**src/rtl/matrix_operand_loader_if.sv**
```systemverilog
// Stream-in / matrix-out bundle between the operand loader, its element
// source and the downstream combinational matrix multiplier.
interface matrix_operand_loader_if #(
  parameter int DW = 4,
  parameter int N  = 4
);
  localparam int CW = $clog2(2*N*N) + 1;

  logic                        in_valid;
  logic                        in_ready;
  logic [DW-1:0]               in_data;
  logic                        mat_valid;
  logic                        mat_ready;
  logic [N-1:0][N-1:0][DW-1:0] a_out;     // [row][col]
  logic [N-1:0][N-1:0][DW-1:0] b_out;     // [row][col]
  logic [CW-1:0]               load_cnt;

  modport slave (
    input  in_valid, in_data, mat_ready,
    output in_ready, mat_valid, a_out, b_out, load_cnt
  );

  modport master (
    output in_valid, in_data, mat_ready,
    input  in_ready, mat_valid, a_out, b_out, load_cnt
  );
endinterface

```
**src/rtl/matrix_operand_loader.sv**
```systemverilog
// Serial-to-parallel operand loader: collects 2*N*N elements into matrices
// A then B and holds them stable for a combinational multiplier until acked.

// One stored matrix element; written only on its own transfer slot.
module matrix_operand_loader_elem #(
  parameter int DW = 4
) (
  input  logic          clk,
  input  logic          rst_n,
  input  logic          we_i,
  input  logic [DW-1:0] d_i,
  output logic [DW-1:0] q_o
);
  logic [DW-1:0] q_q;

  always_ff @(posedge clk or negedge rst_n) begin
    if (!rst_n)    q_q <= '0;
    else if (we_i) q_q <= d_i;
  end

  assign q_o = q_q;
endmodule

module matrix_operand_loader #(
  parameter int DW = 4,
  parameter int N  = 4
) (
  input  logic                    clk,
  input  logic                    rst_n,
  input  logic                    clr_i,
  matrix_operand_loader_if.slave  bus
);
  localparam int NN = N*N;
  localparam int NE = 2*NN;
  localparam int CW = $clog2(NE) + 1;
  localparam logic [CW-1:0] LAST_A = CW'(NN-1);
  localparam logic [CW-1:0] LAST_B = CW'(NE-1);

  typedef enum logic [1:0] {LOAD_A, LOAD_B, HOLD} state_t;

  state_t              state_q, state_d;
  logic [CW-1:0]       cnt_q, cnt_d;
  logic                mat_valid_q, mat_valid_d;
  logic                xfer;
  logic [NE-1:0][DW-1:0] elem_q;

  // Ready depends on state alone so upstream never sees a valid->ready path.
  assign bus.in_ready = (state_q != HOLD);
  assign xfer         = bus.in_valid && bus.in_ready && !clr_i;

  always_ff @(posedge clk or negedge rst_n) begin
    if (!rst_n) begin
      state_q     <= LOAD_A;
      cnt_q       <= '0;
      mat_valid_q <= 1'b0;
    end else begin
      state_q     <= state_d;
      cnt_q       <= cnt_d;
      mat_valid_q <= mat_valid_d;
    end
  end

  always_comb begin
    state_d = state_q;
    cnt_d   = cnt_q;
    if (clr_i) begin
      state_d = LOAD_A;
      cnt_d   = '0;
    end else begin
      unique case (state_q)
        LOAD_A: if (xfer) begin
          cnt_d = cnt_q + CW'(1);
          if (cnt_q == LAST_A) state_d = LOAD_B;
        end
        LOAD_B: if (xfer) begin
          cnt_d = cnt_q + CW'(1);
          if (cnt_q == LAST_B) state_d = HOLD;
        end
        HOLD: if (bus.mat_ready) begin
          state_d = LOAD_A;
          cnt_d   = '0;
        end
        default: begin
          state_d = LOAD_A;
          cnt_d   = '0;
        end
      endcase
    end
    mat_valid_d = (state_d == HOLD);
  end

  // Element e owns transfer slot e; A occupies slots 0..NN-1, B the rest.
  for (genvar e = 0; e < NE; e++) begin : g_elem
    localparam logic [CW-1:0] IDX = CW'(e);
    matrix_operand_loader_elem #(.DW(DW)) u_elem (
      .clk   (clk),
      .rst_n (rst_n),
      .we_i  (xfer && (cnt_q == IDX)),
      .d_i   (bus.in_data),
      .q_o   (elem_q[e])
    );
  end

  // Flat slot k maps to bits k*DW, which is row-major [k/N][k%N].
  assign bus.a_out     = elem_q[NN-1:0];
  assign bus.b_out     = elem_q[NE-1:NN];
  assign bus.mat_valid = mat_valid_q;
  assign bus.load_cnt  = cnt_q;
endmodule
```
**src/flat_wrapper.sv**
```systemverilog
// flat-port wrapper written by rule: the top's interface ports become plain ports
module matrix_operand_loader_flat 
#(
  parameter int DW = 4,
  parameter int N  = 4
)
  (clk, rst_n, clr_i, bus_in_valid, bus_in_data, bus_mat_ready, bus_in_ready, bus_mat_valid, bus_a_out, bus_b_out, bus_load_cnt);
  matrix_operand_loader_if #(.DW(DW), .N(N)) bus_i ();
  input  logic clk;
  input  logic rst_n;
  input  logic clr_i;
  input wire logic [$bits(bus_i.in_valid)-1:0] bus_in_valid;
  input wire logic [$bits(bus_i.in_data)-1:0] bus_in_data;
  input wire logic [$bits(bus_i.mat_ready)-1:0] bus_mat_ready;
  output wire logic [$bits(bus_i.in_ready)-1:0] bus_in_ready;
  output wire logic [$bits(bus_i.mat_valid)-1:0] bus_mat_valid;
  output wire logic [$bits(bus_i.a_out)-1:0] bus_a_out;
  output wire logic [$bits(bus_i.b_out)-1:0] bus_b_out;
  output wire logic [$bits(bus_i.load_cnt)-1:0] bus_load_cnt;
  assign bus_i.in_valid = bus_in_valid;
  assign bus_i.in_data = bus_in_data;
  assign bus_i.mat_ready = bus_mat_ready;
  assign bus_in_ready = bus_i.in_ready;
  assign bus_mat_valid = bus_i.mat_valid;
  assign bus_a_out = bus_i.a_out;
  assign bus_b_out = bus_i.b_out;
  assign bus_load_cnt = bus_i.load_cnt;
  matrix_operand_loader #(.DW(DW), .N(N)) u_core (.clk(clk), .rst_n(rst_n), .clr_i(clr_i), .bus(bus_i));
endmodule
```
**config.mk**
```make
export PLATFORM = sky130hd
export DESIGN_NAME = matrix_operand_loader_flat
export DESIGN_NICKNAME = d
export VERILOG_FILES = /design/src/rtl/matrix_operand_loader_if.sv /design/src/rtl/matrix_operand_loader.sv /design/src/flat_wrapper.sv
export SDC_FILE = /design/constraint.sdc
export NUM_CORES = 1
export LEC_CHECK = 0
export CAP_MARGIN = 0
export CORE_MARGIN = 2
export CORE_UTILIZATION = 35
export CTS_CLUSTER_DIAMETER = 120
export CTS_CLUSTER_SIZE = 8
export DETAILED_ROUTE_END_ITERATION = 8
export SYNTH_ARGS = -nofsm -noshare
export SYNTH_HDL_FRONTEND = slang
export SYNTH_SLANG_ARGS = --single-unit
```
**constraint.sdc**
```tcl
create_clock -name clk -period 4.9 [get_ports clk]
set_input_delay 1.47 -clock clk [delete_from_list [all_inputs] [get_ports clk]]
set_output_delay 1.47 -clock clk [all_outputs]
set_load 0.03 [all_outputs]
```
**Run 1: supply network**

Drawn at 4 px/µm. Pins as bars on the die edge. Tap cells in grey.
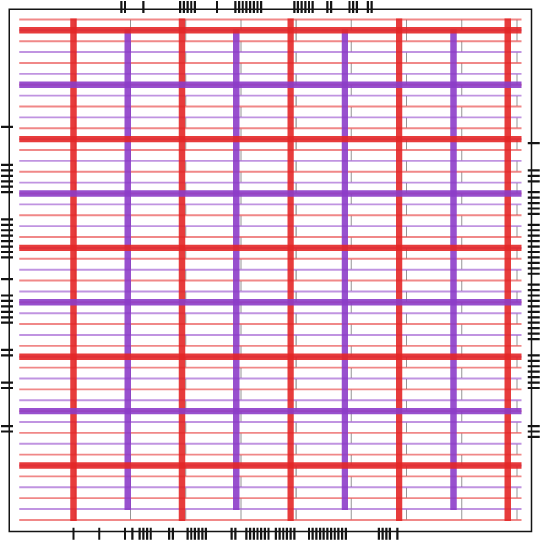
legend:
  VSS:
    colour: red
  VDD:
    colour: purple
tap cells: 216
signal pins: 145
met4 straps: 9

**Run 1: cells coloured by class**

Drawn at 4 px/µm. Fill, decap, tap and diode cells in grey.
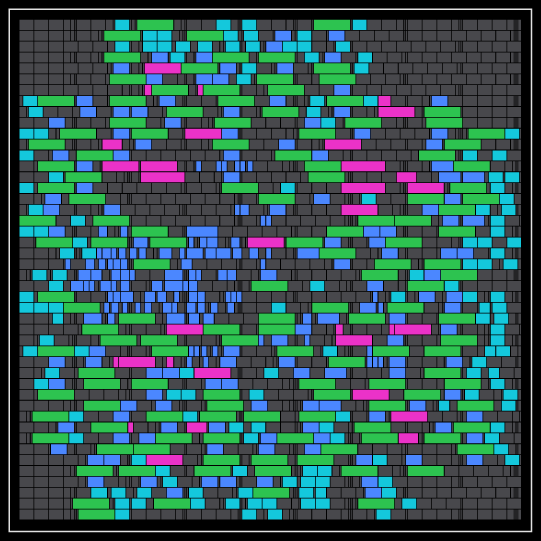
legend:
  clock drivers and dummy loads:
    colour: magenta
    cells: 32
  sequential cells:
    colour: green
    cells: 137
  combinational and other logic:
    colour: blue
    cells: 230
  remaining buffers and delay cells:
    colour: cyan
    cells: 150

**Run 1: clock network drawn from the DEF**

Drawn at 3 px/µm.
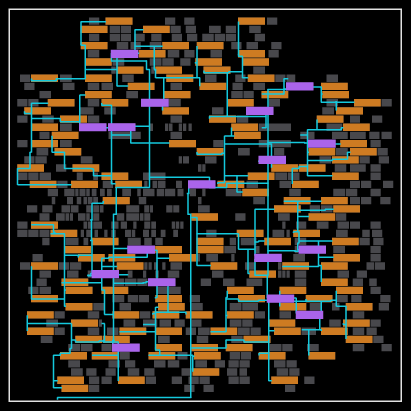
legend:
  clock wires:
    colour: cyan
    length: 1810 µm
  clock drivers:
    colour: purple
    count: 17
  flip-flops:
    colour: orange
    count: 137
routed clock nets: 18
flops lie: spread over the die

==> results.rst, run 1 <==
Synthesis and place-and-route
=============================

.. list-table::
   :header-rows: 1

   * - Metric
     - Value
   * - Maximum clock frequency
     - 0.2858 GHz
   * - Finished layout cell area
     - 0.007843 mm²
   * - Area contributors post-synth
     - sky130_fd_sc_hd__dfrtp_1 (62%), sky130_fd_sc_hd__mux2_2 (24%), sky130_fd_sc_hd__mux2_4 (2.2%)
   * - Worst IR Drop VDD
     - 0.0002357 V
   * - Total Wirelength
     - 14000 µm
   * - Power share of the clock group
     - 0.459
   * - Number of well taps
     - 216
   * - Combinational power
     - 0.000333 W
   * - Non-Clock Buffer Count
     - 150
   * - Sequential cells
     - 137
   * - Origin of the worst setup path
     - u_core.state_q[1]
   * - Primary flip-flop cell chosen by synthesis mapping
     - sky130_fd_sc_hd__dfrtp_1
   * - Mux share of post-synthesis cell area
     - 0.2658
   * - Number of pins with negative max-slew slack in the final report
     - 0
   * - Total buffers and inverters traversed by the critical path
     - 2
   * - Count leader, synth
     - sky130_fd_sc_hd__dfrtp_1
   * - Most numerous cell types in the synthesized netlist
     - sky130_fd_sc_hd__dfrtp_1 (137), sky130_fd_sc_hd__mux2_2 (120), sky130_fd_sc_hd__nor2_1 (23)
   * - Core Util, Final
     - 0.4991
   * - Final-layout non-clock buffer area share
     - 0.1897
   * - Data required time at the worst endpoint
     - 3.43 ns
   * - Portion of the post-synthesis area used by sequential elements
     - 0.6150
   * - Internal reg-to-reg setup slack
     - 2.65 ns
   * - Worst setup slack before clock tree synthesis
     - 1.169 ns
   * - Result of the run
     - finished, final reports clean
   * - Reg2reg start
     - u_core.bus.load_cnt[0]
   * - Flip-flop and latch count after synthesis
     - 137
   * - Layout clock area frac
     - 0.07770
   * - Post-layout net count
     - 549
   * - Count of non-filler cells in the finished layout
     - 765
   * - P_seq
     - 0.00121 W
   * - Met2 track utilization from global routing
     - 0.2824
   * - Logic share of the area
     - 0.2586
   * - Most instantiated logic cells after routing
     - sky130_fd_sc_hd__clkdlybuf4s50_1 (143), sky130_fd_sc_hd__dfrtp_1 (137), sky130_fd_sc_hd__mux2_2 (120)
==> run 1: how the worst max path moves through the flow <==
stage | end | slack [ns] | depth (start not counted)
detailed placement | u_core.g_elem[15].u_elem.q_o[3] | 1.17 | 5
global route | bus_in_ready | 1.28 | 3
CTS | bus_in_ready | 1.40 | 3
global placement | u_core.g_elem[15].u_elem.q_o[3] | 1.18 | 5
floorplan | u_core.g_elem[14].u_elem.q_o[0] | 2.00 | 4
finish | bus_in_ready | 1.40 | 3
==> run 1: sequential cells by signal, indices dropped and copies added (netlist names) <==
register and cells:
u_core.state_q 2, u_core.g_elem.u_elem.q_o 128, u_core.bus.mat_valid 1, u_core.bus.load_cnt 6
**Run 1: routing congestion map**

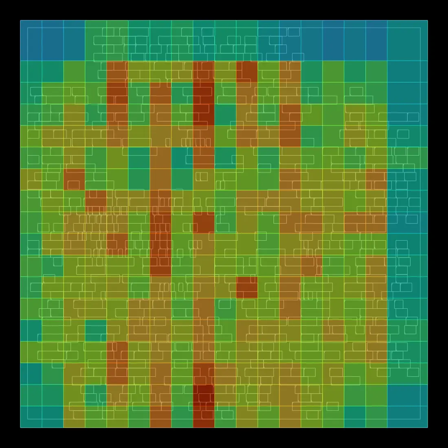

==> inputs of run 2 (changes only) <==
==> constraint.sdc (replaced) <==
create_clock -name clk -period 3.5 [get_ports clk]
set_input_delay 1.05 -clock clk [delete_from_list [all_inputs] [get_ports clk]]
set_output_delay 1.05 -clock clk [all_outputs]
set_load 0.03 [all_outputs]
**Run 2: routing congestion map**

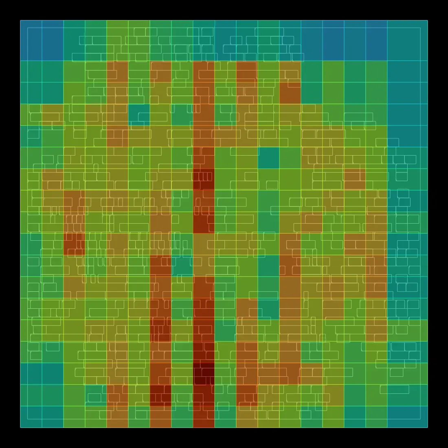
fraction of met3 tracks used by global routing: 0.03649
Core Util, Final: 0.4963
routed wire length per instance: 18.51 µm
met2 track utilization from global routing: 0.2803
GRT Resource Usage Total: 0.1756

==> run 2 against run 1 <==
  * Sequential share of layout area rose by 0.25 points
  * Die area did not move
  * Synthesized cell count did not move
  * Design area fell by 0.56%
  * Critical endpoint unchanged
  * Largest cell class unchanged
  * Highest routed layer unchanged
==> results.rst, run 2 <==
Synthesis and place-and-route
=============================

.. list-table::
   :header-rows: 1

   * - Metric
     - Value
   * - Most numerous cell types in the synthesized netlist
     - sky130_fd_sc_hd__dfrtp_1 (137), sky130_fd_sc_hd__mux2_2 (120), sky130_fd_sc_hd__nor2_1 (23)
   * - Maximum clock frequency
     - 0.3220 GHz
   * - Sequential cells
     - 137 (unchanged)
   * - Mux share of post-synthesis cell area
     - 0.2658 (unchanged)
   * - Data required time at the worst endpoint
     - 2.45 ns (-0.98 ns)
   * - Reg2reg start
     - u_core.bus.load_cnt[3]
   * - Combinational power
     - 0.000468 W (+41%)
   * - Count of non-filler cells in the finished layout
     - 768 (+0.39%)
   * - Worst IR Drop VDD
     - 0.0003268 V (+39%)
   * - Count leader, synth
     - sky130_fd_sc_hd__dfrtp_1
   * - Finished layout cell area
     - 0.007799 mm² (-0.56%)
   * - WP depth
     - 3 (unchanged)
   * - Post-layout net count
     - 553 (+0.73%)
   * - Origin of the worst setup path
     - u_core.state_q[1]
   * - Internal reg-to-reg setup slack
     - 1.23 ns (-1.42 ns)
   * - Flip-flop and latch count after synthesis
     - 137 (unchanged)
   * - Total buffers and inverters traversed by the critical path
     - 2 (unchanged)
   * - Logic share of the area
     - 0.2601 (+0.001452)
   * - Flip-flop count of the largest register, all copies and words added
     - 128 (unchanged)
   * - P_seq
     - 0.00170 W (+40%)
   * - Result of the run
     - finished, final reports clean
   * - Worst setup slack before clock tree synthesis
     - 0.2985 ns (-0.8707 ns)
   * - Final-layout non-clock buffer area share
     - 0.1946 (+0.004916)
**Run 2: supply network**

Drawn at 4 px/µm. Pins as bars on the die edge. Tap cells in grey.
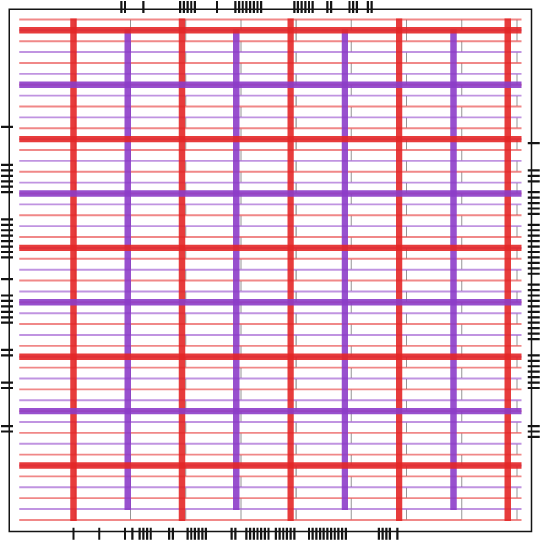
legend:
  VSS:
    colour: red
  VDD:
    colour: purple
signal pins: 145
rows: 46

## run 2: netlist changes by cell type in the layout (fill, tap and decap cells not counted), sizes merged
cell and change:
clkbuf -1, clkinv +1, bufinv -3, clkinvlp +2, buf +4
## run 2: per-layer routing
metal	wire length, µm	track usage	part of all wire	vias to the layer above
li1	-	-	-	1641
met1	6419	0.2321	0.45	1832
met2	6939	0.2803	0.49	105
met3	605	0.03649	0.043	15
met4	249	0.07780	0.018	0
met5	0	0	0	-
## run 2: cell families (layout without fill, tap and decap cells)
kind of cell | after synthesis | after routing
flops | 137 | 137
xor+xnor | 2 | 2
compound gates | 9 | 9
simple gates | 81 | 81
mux | 129 | 129
buf+inv | 25 | 190
fa+ha+maj | 4 | 4
**Run 2: clock network drawn from the DEF**

Drawn at 3 px/µm.
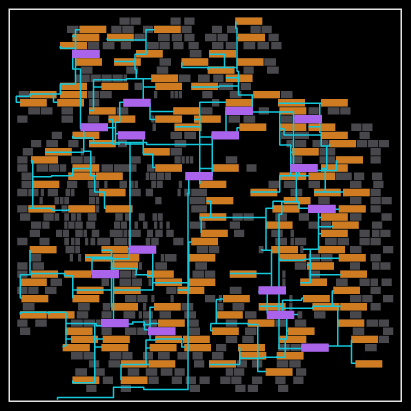

==> inputs of run 3 (changes only) <==
==> constraint.sdc (replaced) <==
create_clock -name clk -period 2.7 [get_ports clk]
set_input_delay 0.81 -clock clk [delete_from_list [all_inputs] [get_ports clk]]
set_output_delay 0.81 -clock clk [all_outputs]
set_load 0.03 [all_outputs]
**Run 3: clock network drawn from the DEF**

Drawn at 3 px/µm.
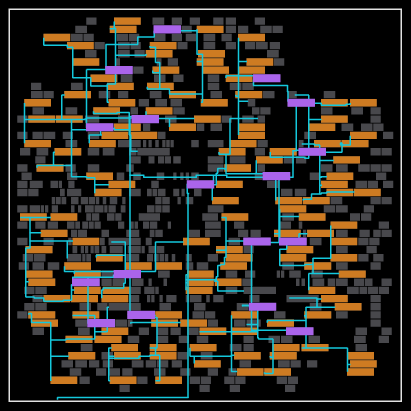
legend:
  clock drivers:
    colour: purple
    count: 17
  flip-flops:
    colour: orange
    count: 137
  clock wires:
    colour: cyan
    length: 1760 µm
flops lie: spread over the die
routed clock nets: 18

**Run 3: supply network**

Drawn at 4 px/µm. Pins as bars on the die edge. Tap cells in grey.
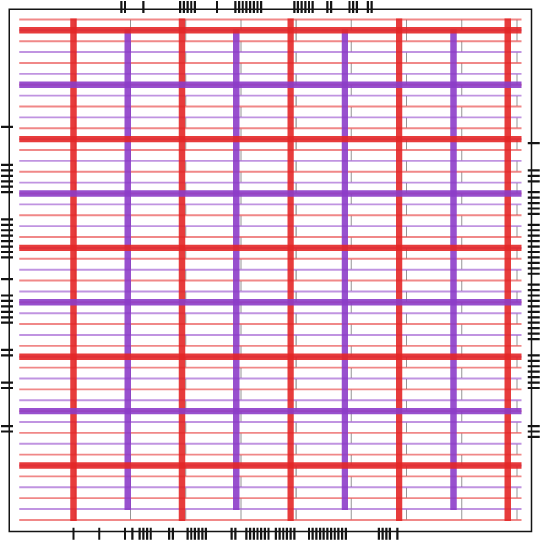
height of the die: 130.2 µm
Worst IR Drop VDD: 0.0004060 V

==> run 3 against run 2 <==
  * Area after synthesis is the same
  * Count of clock-buffer cells in the layout shrank 4
  * Die area is the same
  * Highest routed layer unchanged
==> results.rst, run 3 <==
Synthesis and place-and-route
=============================

.. list-table::
   :header-rows: 1

   * - Metric
     - Value
   * - Worst setup slack before clock tree synthesis
     - -0.06054 ns (-0.3591 ns)
   * - GRT Resource Usage Total
     - 0.1787 (+0.003168)
   * - Detailed-routing wirelength on met1
     - 6354 µm (-1.0%)
   * - Total buffers and inverters traversed by the critical path
     - 1 (-1)
   * - Origin of the worst setup path
     - u_core.bus.load_cnt[4]
   * - Data required time at the worst endpoint
     - 1.89 ns (-0.56 ns)
   * - Finished layout cell area
     - 0.008117 mm² (+4.1%)
   * - Met3 routed wirelength
     - 567 µm (-6.3%)
   * - Flip-flop and latch count after synthesis
     - 137 (unchanged)
   * - Met2 wire len
     - 7247 µm (+4.4%)
   * - P_seq
     - 0.00220 W (+29%)
   * - Count leader, synth
     - sky130_fd_sc_hd__dfrtp_1
   * - Internal reg-to-reg setup slack
     - 0.38 ns (-0.85 ns)
   * - Reg2reg start
     - u_core.bus.load_cnt[3]
   * - Most numerous cell types in the synthesized netlist
     - sky130_fd_sc_hd__dfrtp_1 (137), sky130_fd_sc_hd__mux2_2 (120), sky130_fd_sc_hd__nor2_1 (23)
   * - WP depth
     - 1 (-2)
   * - Fraction of met3 tracks used by global routing
     - 0.03772 (+0.001230)
   * - Routed wire length per instance
     - 18.17 µm (-1.8%)
   * - Result of the run
     - finished, final reports clean
   * - Highest routed metal layer
     - met4
   * - Maximum clock frequency
     - 0.3843 GHz
   * - Flip-flop count of the largest register, all copies and words added
     - 128 (unchanged)
   * - Count of non-filler cells in the finished layout
     - 792 (+3.1%)
## run 3: cell counts after synthesis
Identical to the previous run, type by type.
## run 3: cell type report
class	instances	share of cell area
Timing Repair Buffer	177	0.2101
Inverter	5	0.002312
Multi-Input combinational cell	225	0.2505
Sequential cell	137	0.4224
Tap cell	216	0.03330
Clock inverter	12	0.02389
Clock buffer	20	0.05750
## run 3: cells by family after synthesis
group                    Yosys count  share of synthesized area
buffers and inverters             25                    0.02110
XOR/XNOR                           2                   0.003143
AND-OR/OR-AND                      9                   0.009878
AND/OR/NAND/NOR                   81                    0.07610
multiplexers                     129                     0.2658
adder cells (fa/ha/maj)            4                   0.008979
flip-flops                       137                     0.6150
## run 3: repair_timing
action / 4_1_cts / 5_1_grt
endpoints found under the setup margin: 1 / 1
setup buffers: 0 / 0
gates resized: 1 / 1
Power is estimated from default activity; no workload was simulated.
